### config.mk
export PLATFORM = sky130hd
export DESIGN_NAME = led_seq_ctrl
export DESIGN_NICKNAME = d
export VERILOG_FILES = /design/src/rtl/led_seq_ctrl.sv
export SDC_FILE = /design/constraint.sdc
export NUM_CORES = 1
export LEC_CHECK = 0
export CAP_MARGIN = 20
export CORE_UTILIZATION = 33
export DETAILED_ROUTE_END_ITERATION = 7
export GPL_TIMING_DRIVEN = 0
export PLACE_DENSITY = 0.5
export SYNTH_ARGS = -nofsm -noshare
export SYNTH_HDL_FRONTEND = slang
export SYNTH_SLANG_ARGS = --single-unit
### constraint.sdc
create_clock -name clk -period 6.71 [get_ports clk]
set_clock_uncertainty 0.1 [all_clocks]
set_input_delay 0.671 -clock clk [delete_from_list [all_inputs] [get_ports clk]]
set_output_delay 0.671 -clock clk [all_outputs]
set_load 0.02 [all_outputs]
### src/rtl/led_seq_ctrl.sv
// LED pattern sequencer: steps a ROM address through NUM_PAT entries at a
// selectable rate, with run/pause, single-step, direction and blanking.
module led_seq_ctrl #(
    parameter int DIV_BASE = 5_000_000,
    parameter int NUM_PAT  = 18,
    parameter int ADDR_W   = 5
) (
    input  logic              clk,
    input  logic              rst,
    input  logic              key_run,
    input  logic              key_step,
    input  logic              dir,
    input  logic [1:0]        speed,
    output logic [ADDR_W-1:0] addr,
    output logic              led_en,
    output logic              wrap
);
    // One spare bit so DIV_BASE<<3 never overflows the counter
    localparam int CNT_W = $clog2(DIV_BASE * 8) + 1;

    typedef enum logic [1:0] {IDLE, RUN, PAUSE} state_t;

    state_t            state;
    logic [1:0]        run_sync, step_sync;
    logic              run_prev, step_prev;
    logic              run_edge, step_edge;
    logic [CNT_W-1:0]  div_cnt;
    logic [CNT_W-1:0]  period_m1;
    logic [ADDR_W-1:0] adv_addr;
    logic              adv_wrap;

    assign run_edge  = run_sync[1]  & ~run_prev;
    assign step_edge = step_sync[1] & ~step_prev;
    assign period_m1 = (CNT_W'(DIV_BASE) << speed) - CNT_W'(1);

    always_comb begin
        adv_wrap = 1'b0;
        adv_addr = addr;
        if (dir) begin
            adv_wrap = (addr == '0);
            adv_addr = adv_wrap ? ADDR_W'(NUM_PAT - 1) : addr - ADDR_W'(1);
        end else begin
            adv_wrap = (addr == ADDR_W'(NUM_PAT - 1));
            adv_addr = adv_wrap ? '0 : addr + ADDR_W'(1);
        end
    end

    always_ff @(posedge clk or posedge rst) begin
        if (rst) begin
            run_sync  <= '0;
            step_sync <= '0;
            run_prev  <= 1'b0;
            step_prev <= 1'b0;
        end else begin
            run_sync  <= {run_sync[0], key_run};
            step_sync <= {step_sync[0], key_step};
            run_prev  <= run_sync[1];
            step_prev <= step_sync[1];
        end
    end

    always_ff @(posedge clk or posedge rst) begin
        if (rst) begin
            state   <= IDLE;
            addr    <= '0;
            div_cnt <= '0;
            led_en  <= 1'b0;
            wrap    <= 1'b0;
        end else begin
            wrap <= 1'b0;
            case (state)
                IDLE: begin
                    div_cnt <= '0;
                    if (run_edge) begin
                        state  <= RUN;
                        led_en <= 1'b1;
                    end
                end
                RUN: begin
                    led_en <= 1'b1;
                    if (run_edge) begin
                        state <= PAUSE;
                    end else if (div_cnt >= period_m1) begin
                        // >= so a speed decrease past the count advances at once
                        div_cnt <= '0;
                        addr    <= adv_addr;
                        wrap    <= adv_wrap;
                    end else begin
                        div_cnt <= div_cnt + CNT_W'(1);
                    end
                end
                PAUSE: begin
                    led_en <= 1'b1;
                    if (run_edge) begin
                        state <= RUN;
                    end else if (step_edge) begin
                        div_cnt <= '0;
                        addr    <= adv_addr;
                        wrap    <= adv_wrap;
                    end
                end
                default: begin
                    state  <= IDLE;
                    led_en <= 1'b0;
                end
            endcase
        end
    end
endmodule

==> impl.org, run 1 <==
#+TITLE: Synthesis and PnR summary

** Global route
- After global routing the overflow that remains totals 0.
- met2 track demand over resource after global routing is 0.264.
- For this run, global-route usage on met3 was measured as 0.0279.

** Final layout
- Reg area :: 1050 sq um
- Signal buf overhead :: 0.0621
- The most common logic cell in the final layout is sky130_fd_sc_hd__dfrtp_1.
- Final Non-Filler Cells :: ~460
- Leaving out buffers and inverters, the combinational logic in the layout accounts for 1830 sq um.
- Fraction of layout instances using a drive strength above 1 :: 0.0893
- Number of non-clock inverters :: 19
- Counting the fill cells in the layout gives 905.
- Non-CTS buffers :: 24
- The largest register by flop count is div_cnt.
- Nets@finish :: 391
- Max-area cell class :: combinational gates

** Power
- Power dissipated by switching net loads :: 0.414 mW
- In the power breakdown, the internal column shows between 0.5 and 0.6 mW.
- Total power normalized to cell area comes to ~280 nW/um^2.
- Net switching fraction of the power :: 0.431
- Pwr top :: combinational cells
- Combinational cell fraction of total power :: 0.497
- Worst VDD drop :: around 0.11 mV

** CTS
- CTS tree :: done
- Buffers added to address setup during post-CTS repair amount to 0.
- As reported, the later end of the worst-skew pair has a clock insertion delay of 290 ps.

** Setup path
- R2r startpoint :: div_cnt[25]
- Worst setup path endpoint :: div_cnt[19]
- In this run the worst setup path begins at speed[1].
- Sort of element at the start of the critical path :: input port
- Reg2reg path depth :: 8
- Cell with the largest stage delay on the worst path :: sky130_fd_sc_hd__clkdlybuf4s50_1
- Combined buffer and inverter count along the critical path :: 2
- STA classifies the critical path endpoint as a register.
- The largest single stage delay on the critical path is between 500 and 600 ps.
- Crit Reg-Reg Endpoint :: div_cnt[24]

** Run status
- The run finished with clean final reports.

** Run
- Number of maximum-capacitance constraint violations :: 0

** Worst hold path
- The report gives the cell count of the worst hold path as 0.
- STA reports the tightest min-delay check as being of type register to register.

** Routing
- DRC :: 0
- Routed wire per std cell :: 16.0 um
- Routed met3 length :: approximately 170 um
- Number of iterations in the first detailed-routing pass :: 4
- In the post-route report, total wirelength is listed as slightly above 7 mm.
- Tally of nets with antenna violations remaining after routing :: 0

** Timing
- Setup repair after global routing left no endpoint under its margin.
- Total Neg Setup Slack :: 0 ps
- Worst path setup slack after routing :: approximately 2600 ps
- Max transition margin :: 0.634
- Final tally of hold violations :: 0
- The final max-slew violation count recorded for this run is 0.

** Synth
- Xor/xnor share of the synthesized area :: 0.00289
- Counting the warning lines in the Yosys log gives 0.
- Arithmetic-cell share of the synthesized area counting full adders, half adders and majority gates :: 0.149
- The net count after synthesis is about 370.
- Largest family of logic cells by area :: simple AND/OR/NAND/NOR gates
- Synth flops :: 42
- The post-synth count of flops with an enable pin is 0.
- Area leader share :: 0.347

** Place
- Half-perimeter wire length after placement :: approximately 5.5 mm
- The final weighted congestion recorded by global placement is 0.799.
run 1: cells by family (layout without fill, tap and decap cells):
| family | count (synthesis) | count (layout) |
|---|---|---|
| AND/OR/NAND/NOR | 129 | 129 |
| buffers and inverters | 30 | 49 |
| adder cells (fa/ha/maj) | 36 | 36 |
| flip-flops | 42 | 42 |
| XOR/XNOR | 1 | 1 |
| AND-OR/OR-AND | 84 | 84 |
| multiplexers | 6 | 6 |
run 1: cells in the mapped netlist, drive strengths merged, types with 4 or more instances:
cell type and n:
nand4 9, and2 5, ha 36, nor2b 7
a22o 9, o21ai 21, dfrtp 42, and4 5
nor3 5, and3 7, o311ai 10, mux2 4
o2bb2ai 5, nor2 18, clkbuf 4, inv 19
buf 7, a21oi 22, nand2b 4, nand3 31
nand2 34
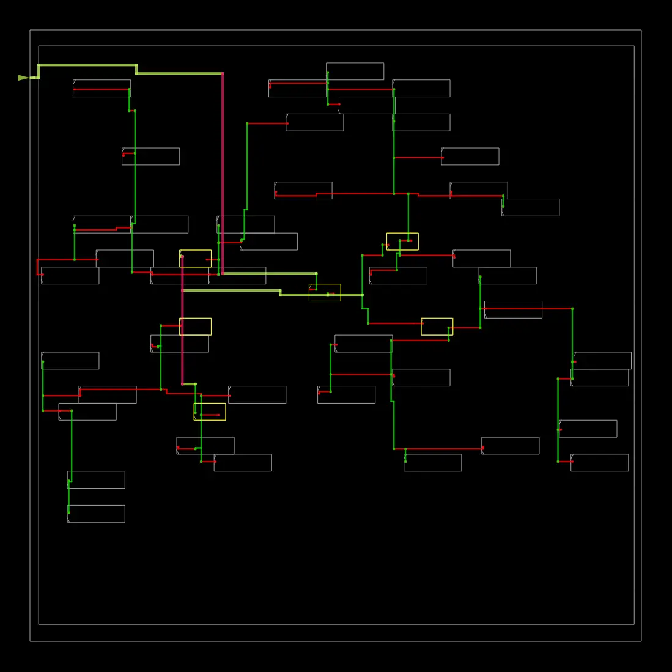
(run_1/clock_nets.png)
Clock net power: 0.165 mW
CTS Buf Count: 5
# clock sinks: 42
registers: 42
count of clock buffers in the final design: 6

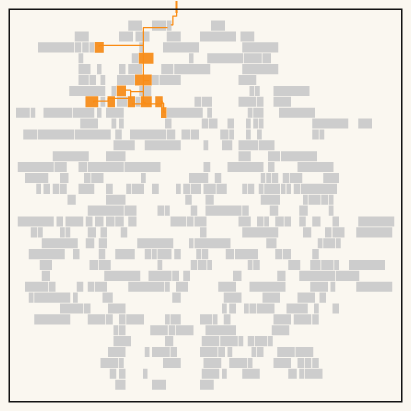
(run_1/port_trees.png)
Scale: 4 px per um.
| colour | port | bits | direction | end cells | buffers | wire |
|---|---|---|---|---|---|---|
| orange | dir | 1 | input | 10 | 1 | 71.7 um |

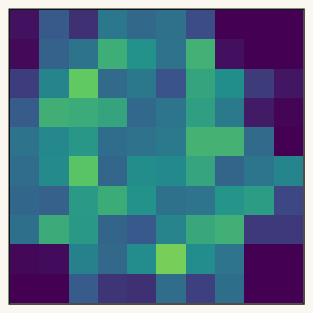
(run_1/util_map.png)
Scale: 3 px per um. The die is cut into 10 by 10 equal tiles; dark purple is low, yellow is high, 0 to 100% covered.
mean over tiles: 34%
nearly empty tiles: 13%
fullest tile: 79%
emptiest ninth of the die: upper right
tiles over 75% full: 2.0%

## Run 2: what changed since run 1
==> constraint.sdc (replaced) <==
create_clock -name clk -period 3.8 [get_ports clk]
set_clock_uncertainty 0.1 [all_clocks]
set_input_delay 0.38 -clock clk [delete_from_list [all_inputs] [get_ports clk]]
set_output_delay 0.38 -clock clk [all_outputs]
set_load 0.02 [all_outputs]
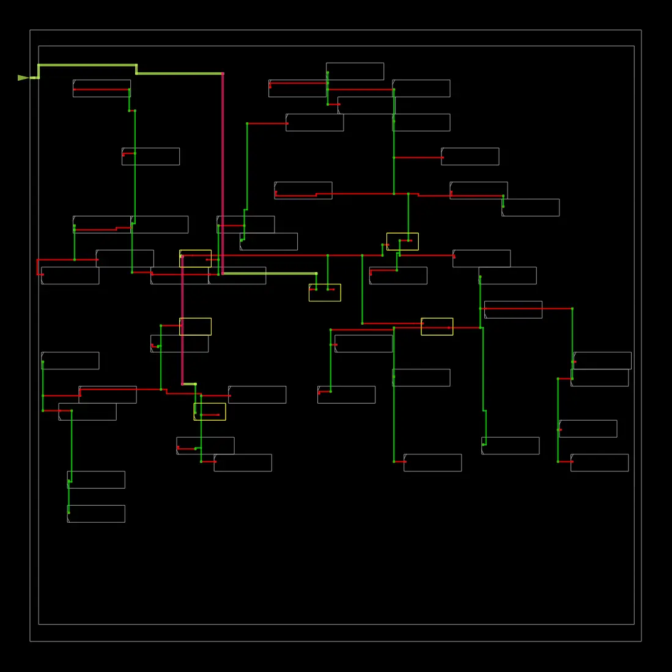
(run_2/clock_nets.png)
insertion delay at the late pin of the worst-skew pair: 290 ps
Clock net power: 0.291 mW

==> impl.org, run 2 <==
#+TITLE: Synthesis and PnR summary

** Setup path
- On the critical path the largest part of the delay comes from buffers and inverters.
- The worst setup path is captured at a register.
- STA classifies the critical path startpoint as an input port.
- The critical path's slowest stage uses the library cell sky130_fd_sc_hd__clkdlybuf4s50_1.
- The critical path buffer and inverter count was 4 (+2).
- CP Class :: input port to register
- The cell that appears most often on the critical path is sky130_fd_sc_hd__ha_1.
- Worst setup path endpoint :: div_cnt[21]
- The cell count of the worst reg-to-reg path came to 9 (+1).
- The delay of the slowest cell on the worst path came to 530 ps (-60 ps).
- The worst register-to-register path begins at div_cnt[25].
- OpenSTA lists the critical path startpoint as speed[0].
- Crit Reg-Reg Endpoint :: div_cnt[21]

** Worst hold path
- The tightest min-delay check is of the input port to async pin type.

** Timing
- The final worst slack is 237 ps (-2360 ps).
- RSZ-0062 raised after global routing :: no
- In this build the clock could be raised as far as 0.281 GHz.
- Number of setup violations in the final report :: 0
- Max transition margin :: 0.624 (-0.00924)
- The final hold violation count is 0 (unchanged).
- Count of final max-slew check failures :: 0 (unchanged)
- The final timing summary puts the cycle share of the worst path at 0.938.
- The final setup TNS came to 0 ps (unchanged).

** Final layout
- The total of fill cells in the finished design came to 902 (-0.33%).
- Final Non-Filler Cells :: 457 (+0.44%)
- Nets@finish :: 393 (+0.51%)
- Most used logic cell in the final layout :: sky130_fd_sc_hd__dfrtp_1
- Counting flops per register, the top entry is div_cnt.
- Reg area :: 1050 sq um (unchanged)
- In the final layout, the registers with the most flip-flops are div_cnt (27), addr (5).
- In this run the layout overhead on the synthesized area is reported as 12.6%.
- Area used by multi-input combinational logic :: 1840 sq um (+0.27%)
- Most frequently placed logic cells in the final layout :: sky130_fd_sc_hd__dfrtp_1 (42), sky130_fd_sc_hd__ha_1 (36), sky130_fd_sc_hd__nand2_1 (32)
- Fraction of layout instances using a drive strength above 1 :: 0.100 (+0.0109)

** Global route
- The via count of the first global-routing pass is 2487.
- GRT overflow :: 0 (unchanged)
- In the global route stage, overall resource usage came out at 0.170.
- Global-route met2 utilization :: 0.266 (+0.00164)
- The number of antenna violations at the first check in global routing came to 0.
- Met3 routing resource usage after global routing :: 0.0279 (unchanged)

** Synth
- Number of standard cells reported by yosys :: ~330
- Commonest cells post-synth :: sky130_fd_sc_hd__dfrtp_1 (42), sky130_fd_sc_hd__ha_1 (36), sky130_fd_sc_hd__nand2_1 (32)
- For reference, the top cells by area after synthesis are sky130_fd_sc_hd__dfrtp_1 (35%), sky130_fd_sc_hd__ha_1 (15%), sky130_fd_sc_hd__nand3_1 (5.1%), sky130_fd_sc_hd__nand2_1 (4.0%), sky130_fd_sc_hd__a21oi_1 (3.6%).
- Count of library flops with an enable pin :: 0 (unchanged)
- By instance count, the leading cell after synthesis is sky130_fd_sc_hd__dfrtp_1.
- The post-synthesis net count was 371 (unchanged).
- The fraction of post-synthesis cell area in the top cell type by area came to 0.347 (unchanged).
- The flop and latch count out of synthesis came to 42 (unchanged).
- The yosys synthesis warning count is 0 (unchanged).
- The synthesized instance count is 328.
- A synthesized cell averages 9.22 sq um.

** Power
- The total internal power was 0.982 mW (+79%).
- Pwr Density :: 504 nW/um^2 (+77%)
- Net switching fraction of the power :: 0.428 (-0.00263)
- Of all power groups, the one with the highest power is combinational cells.
- The maximum resistive drop on vdd is 0.190 mV (+77%).
- Combinational cell fraction of total power :: 0.502 (+0.005)
- The power spent charging and discharging nets came to 0.734 mW (+77%).
- Power comes to 1.72 mW.
- The leakage component of the power was reported as 1.53 nW.

** Routing
- Via count normalized by instance count :: 5.41
- The antenna violation net count after detailed routing came to 0 (unchanged).
- The wire length on met3 was 127 um (-27%).
- The wire length per cell after detailed routing was 16.0 um (-0.26%).
- The remaining routing DRC violations is 0 (unchanged).
- Met2 routed wirelength :: 3.24 mm
- The total routed wirelength is 7.29 mm (+0.18%).
- The number of detailed-route iterations in the first pass came to 4 (unchanged).

** Floorplanning
- Chip area :: around 9600 sq um
- The floorplan step defined a core boundary enclosing 8810 sq um.

** Place
- The HPWL reported at the end of detailed placement was 5.49 mm (unchanged).
- The detailed placer reported the number of placed instances as around 450.
- Per the detailed placement report, the placed cell area equals approximately 3300 sq um.
- Routability-driven placement congestion ratio :: 0.799 (unchanged)

** Run
- Number of maximum-capacitance constraint violations :: 0 (unchanged)

** CTS
- TritonCTS built the clock tree.
- The report lists the number of cells resized after CTS as 0.
- Per the CTS log, the buffer count on the longest clock path is 2.
- # clock sinks :: 42 (unchanged)
- CTS Buf Count :: 5 (unchanged)
- The tree is rooted in a sky130_fd_sc_hd__clkbuf_8.
- Setup fix buffers added after clock tree synthesis :: 2 (+2)

** Run status
- The flow ran to the end, and the final reports show no timing, DRC or antenna violations.
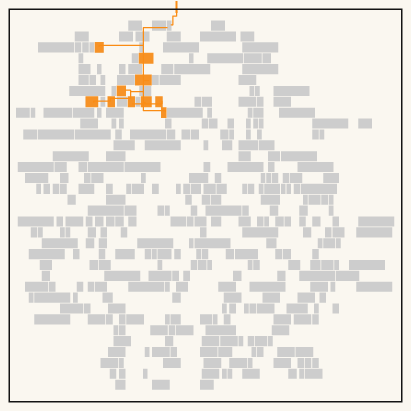
(run_2/port_trees.png)
Scale: 4 px per um.
number of I/O port buffers: 12
I/O pin cnt: 14

## run 2: cell counts after synthesis
No cell type changed its count.
## run 2: cell type report
| cell class | count | share of cell area |
|---|---|---|
| plain buffers | 11 | 0.0206 |
| clock buffers | 6 | 0.0242 |
| inverters | 19 | 0.0209 |
| multi-input cells | 256 | 0.540 |
| flip-flops and latches | 42 | 0.309 |
| well taps | 108 | 0.0397 |
| repair buffers | 15 | 0.0463 |
## run 2: logic make-up (layout without fill, tap and decap cells)
kind of cell               after synthesis  after routing  share of synthesized area
and+or+nand+nor                        129            129                      0.225
xor gates and xnor gates                 1              1                    0.00290
muxes                                    6              6                     0.0252
buffers and inverters                   30             51                     0.0467
DFF                                     42             42                      0.347
AOI/OAI and AO/OA                       84             84                      0.203
adders and majority gates               36             36                      0.149
## Run 3: what changed since run 2
--- a/config.mk
+++ b/config.mk
@@ -5,8 +5,10 @@
 export SDC_FILE = /design/constraint.sdc
 export NUM_CORES = 1
 export LEC_CHECK = 0
+export ABC_CLOCK_PERIOD_IN_PS = 3800
 export CAP_MARGIN = 20
 export CORE_UTILIZATION = 33
+export CTS_CLUSTER_SIZE = 12
 export DETAILED_ROUTE_END_ITERATION = 7
 export GPL_TIMING_DRIVEN = 0
 export PLACE_DENSITY = 0.5
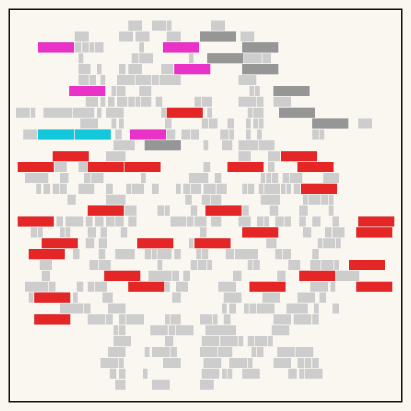
(run_3/ff_map.png)
Scale: 4 px per um.
| colour | signal | sequential cells |
|---|---|---|
| cyan | run_sync | 2 |
| magenta | addr | 5 |
| red | div_cnt | 27 |
not coloured: 8

==> impl.org, run 3 <==
#+TITLE: Synthesis and PnR summary

** Final layout
- Per the area breakdown, the dominant cell category is combinational gates.
- The registers reported with the highest flop counts are div_cnt (27), addr (5).
- The sequential cell area in the final layout is 1050 sq um (unchanged).
- Counting only logic cells after layout, the most numerous master is sky130_fd_sc_hd__dfrtp_1.
- Multi-input combinational area share :: 0.540 (unchanged)

** Setup path
- Among cell families on the critical path, the largest total delay comes from buffers and inverters.
- Combined buffer and inverter count along the critical path :: 4 (unchanged)
- The cell that appears most often on the critical path is sky130_fd_sc_hd__ha_1.
- The startpoint identified for the worst register-to-register timing path is div_cnt[25].

** Global route
- The met2 layer usage reported by global route came to 0.266 (unchanged).
- Via count of the first global-routing pass :: 2487 (unchanged)
- The fraction of met3 tracks used by global routing is 0.0279 (unchanged).
- The overflow left after global routing is 0 (unchanged).
- The overall routing resource usage is 0.170 (unchanged).

** Routing
- Tally of nets with antenna violations remaining after routing :: 0 (unchanged)
- The wire length per cell after detailed routing is 16.0 um (unchanged).
- The total routed wirelength came to 7.29 mm (unchanged).
- Number of iterations in the first detailed-routing pass :: 4 (unchanged)

** CTS
- CTS placed an instance of sky130_fd_sc_hd__clkbuf_8 at the clock tree root.
- Setup fix buffers added after clock tree synthesis :: 2 (unchanged)
- CTS Buf Count :: 5 (unchanged)

** Power
- Worst VDD drop :: 0.190 mV (unchanged)
- The leakage power of the design was 1.53 nW (unchanged).
- Final total power :: 1.72 mW (unchanged)

** Timing
- The final worst slack was 237 ps (unchanged).
- RSZ-0062 raised after global routing :: no
- Max transition margin :: 0.624 (unchanged)

** Worst hold path
- Min-Delay Path Class :: input port to async pin

** Floorplanning
- The core footprint came to 8810 sq um (unchanged).

** Synth
- Count of mapped cells out of synthesis :: 328 (unchanged)
- Number of standard cells reported by yosys :: 328 (unchanged)

** Place
- Placed cells :: 449 (unchanged)
- The count of input and output buffers was 12 (unchanged).

** Run status
- The flow ran to the end, and the final reports show no timing, DRC or antenna violations.

** Run
- Number of maximum-capacitance constraint violations :: 0 (unchanged)
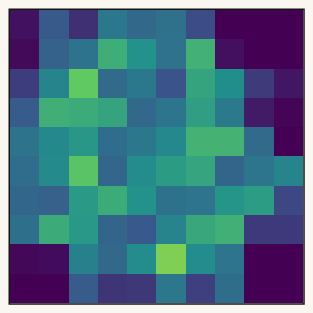
(run_3/util_map.png)
Scale: 3 px per um. The die is cut into 10 by 10 equal tiles; dark purple is low, yellow is high, 0 to 100% covered.
Final Core Density: 0.387
pre-placement core utilization: 0.344

-- run 3: where the power goes --
| group | leakage, nW | internal, mW | total [mW] | switching (mW) |
|---|---|---|---|---|
| sequential | 0.555 | 0.499 | 0.564 | 0.0650 |
| combinational | 0.926 | 0.342 | 0.861 | 0.519 |
| clock | 0.0431 | 0.140 | 0.291 | 0.150 |
-- run 3: kinds of logic after synthesis --
group / Yosys count / synth area share
adder cells (fa/ha/maj): 36 / 0.149
AND/OR/NAND/NOR: 129 / 0.225
AND-OR/OR-AND: 84 / 0.203
buffers and inverters: 30 / 0.0467
multiplexers: 6 / 0.0252
XOR/XNOR: 1 / 0.00290
flip-flops: 42 / 0.347
Power is estimated from default activity; no workload was simulated.
